[src/rtl/exception_unit.sv]
// Exception/ERET sequencer: picks the highest-priority pipeline exception, reports it to CP0,
// flushes the pipeline for FLUSH_CYCLES cycles, then redirects fetch for one cycle.
module exception_unit #(
  parameter int unsigned FLUSH_CYCLES   = 3,
  parameter logic [31:0] HANDLER_VECTOR = 32'h8000_0180
) (
  input  logic        clk,
  input  logic        reset,
  input  logic        if_adel,
  input  logic [31:0] if_pc,
  input  logic        id_ri,
  input  logic        id_sys,
  input  logic        id_brk,
  input  logic [31:0] id_pc,
  input  logic        ex_ov,
  input  logic [31:0] ex_pc,
  input  logic        mem_ade,
  input  logic [31:0] mem_pc,
  input  logic        int_req,
  input  logic        status_ie,
  input  logic        status_exl,
  input  logic        eret,
  input  logic [31:0] epc,
  output logic [34:0] exception_bus,
  output logic        flush,
  output logic        busy,
  output logic        redirect_valid,
  output logic [31:0] redirect_pc
);

  typedef enum logic [1:0] {StIdle, StFlush, StRedirect} state_e;

  localparam logic [2:0] CodeInt    = 3'd1;
  localparam logic [2:0] CodeAdelIf = 3'd2;
  localparam logic [2:0] CodeRi     = 3'd3;
  localparam logic [2:0] CodeOv     = 3'd4;
  localparam logic [2:0] CodeSys    = 3'd5;
  localparam logic [2:0] CodeBrk    = 3'd6;
  localparam logic [2:0] CodeAdeMem = 3'd7;

  // Counter holds the number of flush cycles still to follow the current one.
  localparam logic [3:0] CountLoad = 4'(FLUSH_CYCLES - 1);

  state_e      state_q;
  logic [3:0]  count_q;
  logic [31:0] target_q;

  logic [2:0]  req_code;
  logic [31:0] req_pc;
  logic        int_ok;

  assign int_ok = int_req & status_ie & ~status_exl;

  always_comb begin
    req_code = 3'd0;
    req_pc   = 32'd0;
    if (mem_ade) begin
      req_code = CodeAdeMem;
      req_pc   = mem_pc;
    end else if (ex_ov) begin
      req_code = CodeOv;
      req_pc   = ex_pc;
    end else if (id_ri) begin
      req_code = CodeRi;
      req_pc   = id_pc;
    end else if (id_sys) begin
      req_code = CodeSys;
      req_pc   = id_pc;
    end else if (id_brk) begin
      req_code = CodeBrk;
      req_pc   = id_pc;
    end else if (if_adel) begin
      req_code = CodeAdelIf;
      req_pc   = if_pc;
    end else if (int_ok) begin
      req_code = CodeInt;
      req_pc   = mem_pc;
    end
  end

  always_ff @(posedge clk or negedge reset) begin
    if (!reset) begin
      state_q        <= StIdle;
      count_q        <= 4'd0;
      target_q       <= 32'd0;
      exception_bus  <= 35'd0;
      flush          <= 1'b0;
      busy           <= 1'b0;
      redirect_valid <= 1'b0;
      redirect_pc    <= 32'd0;
    end else begin
      case (state_q)
        StIdle: begin
          // An exception wins over a simultaneous eret.
          if (req_code != 3'd0) begin
            state_q       <= StFlush;
            count_q       <= CountLoad;
            target_q      <= HANDLER_VECTOR;
            exception_bus <= {req_code, req_pc};
            flush         <= 1'b1;
            busy          <= 1'b1;
          end else if (eret) begin
            state_q  <= StFlush;
            count_q  <= CountLoad;
            target_q <= epc;
            flush    <= 1'b1;
            busy     <= 1'b1;
          end
        end
        StFlush: begin
          exception_bus <= 35'd0;
          if (count_q == 4'd0) begin
            state_q        <= StRedirect;
            flush          <= 1'b0;
            redirect_valid <= 1'b1;
            redirect_pc    <= target_q;
          end else begin
            count_q <= count_q - 4'd1;
          end
        end
        StRedirect: begin
          state_q        <= StIdle;
          busy           <= 1'b0;
          redirect_valid <= 1'b0;
          redirect_pc    <= 32'd0;
        end
        default: state_q <= StIdle;
      endcase
    end
  end

endmodule

[config.mk]
export PLATFORM = sky130hd
export DESIGN_NAME = exception_unit
export DESIGN_NICKNAME = d
export VERILOG_FILES = /design/src/rtl/exception_unit.sv
export SDC_FILE = /design/constraint.sdc
export NUM_CORES = 1
export LEC_CHECK = 0
export CAP_MARGIN = 20
export CELL_PAD_IN_SITES_DETAIL_PLACEMENT = 1
export CELL_PAD_IN_SITES_GLOBAL_PLACEMENT = 2
export CORE_MARGIN = 5
export CORE_UTILIZATION = 25
export CTS_BUF_LIST = sky130_fd_sc_hd__clkbuf_4
export DETAILED_ROUTE_END_ITERATION = 10
export PLACE_DENSITY = 0.81
export SLEW_MARGIN = 5
export SYNTH_ARGS = -nofsm -noshare
export SYNTH_HDL_FRONTEND = slang
export SYNTH_SLANG_ARGS = --single-unit
[constraint.sdc]
create_clock -name clk -period 2.29 [get_ports clk]
set_clock_uncertainty 0.15 [all_clocks]
set_input_delay 0.458 -clock clk [delete_from_list [all_inputs] [get_ports clk]]
set_output_delay 0.458 -clock clk [all_outputs]
set_load 0.01 [all_outputs]
Gate-type map:
The bar under the picture is 50 um long.
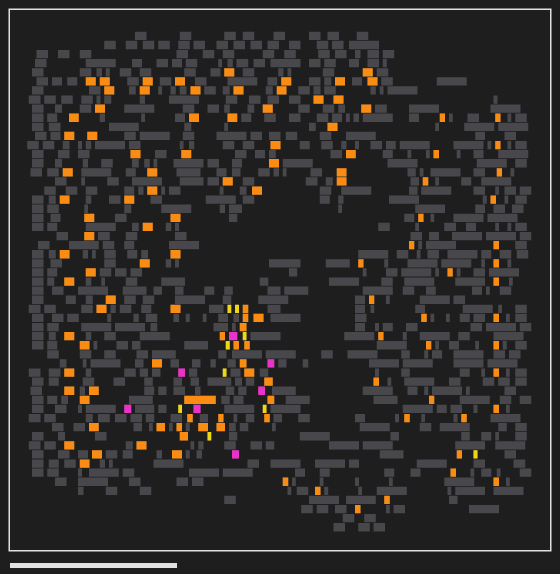
inverters: drawn in yellow, cells 9. AND and OR gates: drawn in magenta, cells 7. inverting AOI/OAI gates: drawn in orange, cells 117, where all over the die.

Supply network:
Pins as bars on the die edge. Tap cells in gray.
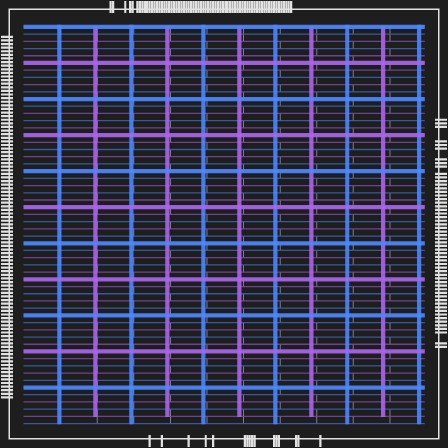
VSS: drawn in blue. VDD: drawn in purple.
242 signal pins sit on the boundary. 11 straps on met4. 285 tap cells. 11 straps on met5. 56 met1 rails follow the rows.

Clock wires, drivers and flops:
The bar under the picture is 50 um long.
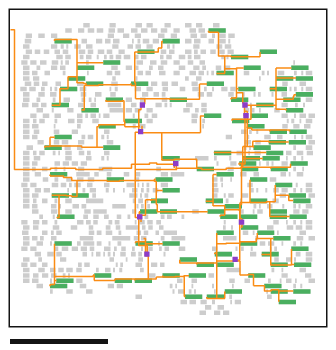
clock wires: drawn in orange, length 1760 um. cells driving clock nets: drawn in purple, count 9. flip-flops: drawn in green, count 108.
Position of the flops: all over the die.

==> flow report <==
=================================================================================
Status .............................................................    completed
Placer Congestion ..................................................        0.785
Count of library flops with an enable pin ..........................            0
Cell Type Count ....................................................           48
Critical-path maximum fanout .......................................            3
Simple-Gate Fraction of Synth Area .................................        0.160
Xor/xnor cell area share of the yosys netlist ......................            0
Number of antenna violations at the first check in global routing ..            2
Area used by multi-input combinational logic .......................     2770 um2
Multi-input combinational area share ...............................        0.311
Final net count ....................................................          999
Post-synth net total ...............................................          766
Number of placed cells counting well taps ..........................         1098
Flop share of the area .............................................        0.304
HPWL Detailed ......................................................      17.1 mm
Post-synthesis share of cell area spent on and-or and or-and gates .        0.311
Sequential fraction of the synthesis area ..........................        0.472
Leakage component of the power .....................................      3.61 nW
Final Max Slew Viols ...............................................            0
# IOs ..............................................................          242
Count of port buffers added during placement .......................          241
Largest area class, layout .........................................      buffers
Cell count after synthesis .........................................          592
Total cells reported by yosys after synthesis ......................          592
FF+latch count, synth ..............................................          108
Clock-pin transition on the worst setup and hold timing paths ......      0.21 ns
WHS Endpoint ....................................................... exception_bus[33]
Overall power consumption ..........................................      5.82 mW
Required time of the critical path .................................      1.68 ns
Hold violation count in the final report ...........................            0
Avg Vias per Cell ..................................................         5.25
Reg2Reg Depth ......................................................            5
Overall Global Routing Usage .......................................        0.174
Number of clock buffers inserted by TritonCTS ......................            9
Final min period ...................................................      2.13 ns
CTS Sinks ..........................................................          108
Multi-input logic cell count .......................................          412
Number of gates resized after cts ..................................            0
Sum of negative setup slack ........................................         0 ns
Sequential standard cell area ......................................     2700 um2
Chip area estimate from yosys synthesis ............................     5730 um2
Final Core Density .................................................        0.393
Final non-filler cell area .........................................     8900 um2
Endpoint of the worst-slack reg-to-reg timing path .................  target_q[7]
Crit path cell chain ............................................... clkdlybuf4s50_1
Category of the critical setup timing path .........................   reg -> out
FFs w/ async S/R, synth ............................................         1.00
Filler cells .......................................................         2595
Total power per unit cell area .....................................   654 nW/um2
Portion of synthesized cell area occupied by the leading cell type .        0.472
Syn avg cell area ..................................................     9.68 um2
=================================================================================
## sequential cells by signal, summed over array words and instances (netlist names)
name / cells
busy: 1
flush: 1
target_q: 32
redirect_pc: 32
redirect_valid: 1
exception_bus: 35
state_q: 2
count_q: 4
## per-stage QoR
stage          setup slack [ns]  hold slack (ns)
2_1_floorplan             0.419           0.0124
3_3_place_gp            -0.0983            0.289
3_5_place_dp             -0.115            0.293
4_1_cts                  0.0900            0.233
5_1_grt                  0.0786            0.259
6_report                  0.160            0.271
## worst max-delay path by stage
stage | to | slack, ns | depth (start not counted)
2_1_floorplan | exception_bus[32] | 0.42 | 7
6_report | exception_bus[15] | 0.16 | 1
4_1_cts | exception_bus[0] | 0.09 | 1
3_5_place_dp | exception_bus[5] | -0.11 | 6
3_3_place_gp | exception_bus[5] | -0.1 | 6
5_1_grt | exception_bus[0] | 0.08 | 1
## where the power goes
group / internal, mW / leakage [nW] / total, mW / switching [mW]
sequential: 2.19 / 1.45 / 2.43 / 0.244
clock: 0.237 / 0.0625 / 0.988 / 0.751
combinational: 1.15 / 2.10 / 2.40 / 1.26
## synth_stat cells, drive strengths merged, types with 2 or more instances
cell,number
ha,2
nand3,36
a221o,32
a21oi,3
dfrtp,108
buf,21
a22o,62
a31oi,2
o22a,3
inv,9
nand2b,32
a32oi,32
and2,2
o2111ai,33
nor2,7
o21ai,40
clkbuf,42
nor3,4
and3,2
nand2,99
## metal layers
| metal | up-vias | GRT usage | wire length, um |
|---|---|---|---|
| met5 | - | 0 | 13 |
| li1 | 2739 | - | - |
| met2 | 204 | 0.286 | 10900 |
| met4 | 2 | 0.0508 | 429 |
| met3 | 25 | 0.0620 | 2110 |
| met1 | 2894 | 0.215 | 9890 |
## what timing repair did
item                      4_1_cts  5_1_grt
hold buffers                    1        0
hold endpoints to repair       26        0
buffers inserted                0        0
No activity file was given, so power comes from the tool's default toggle rates.
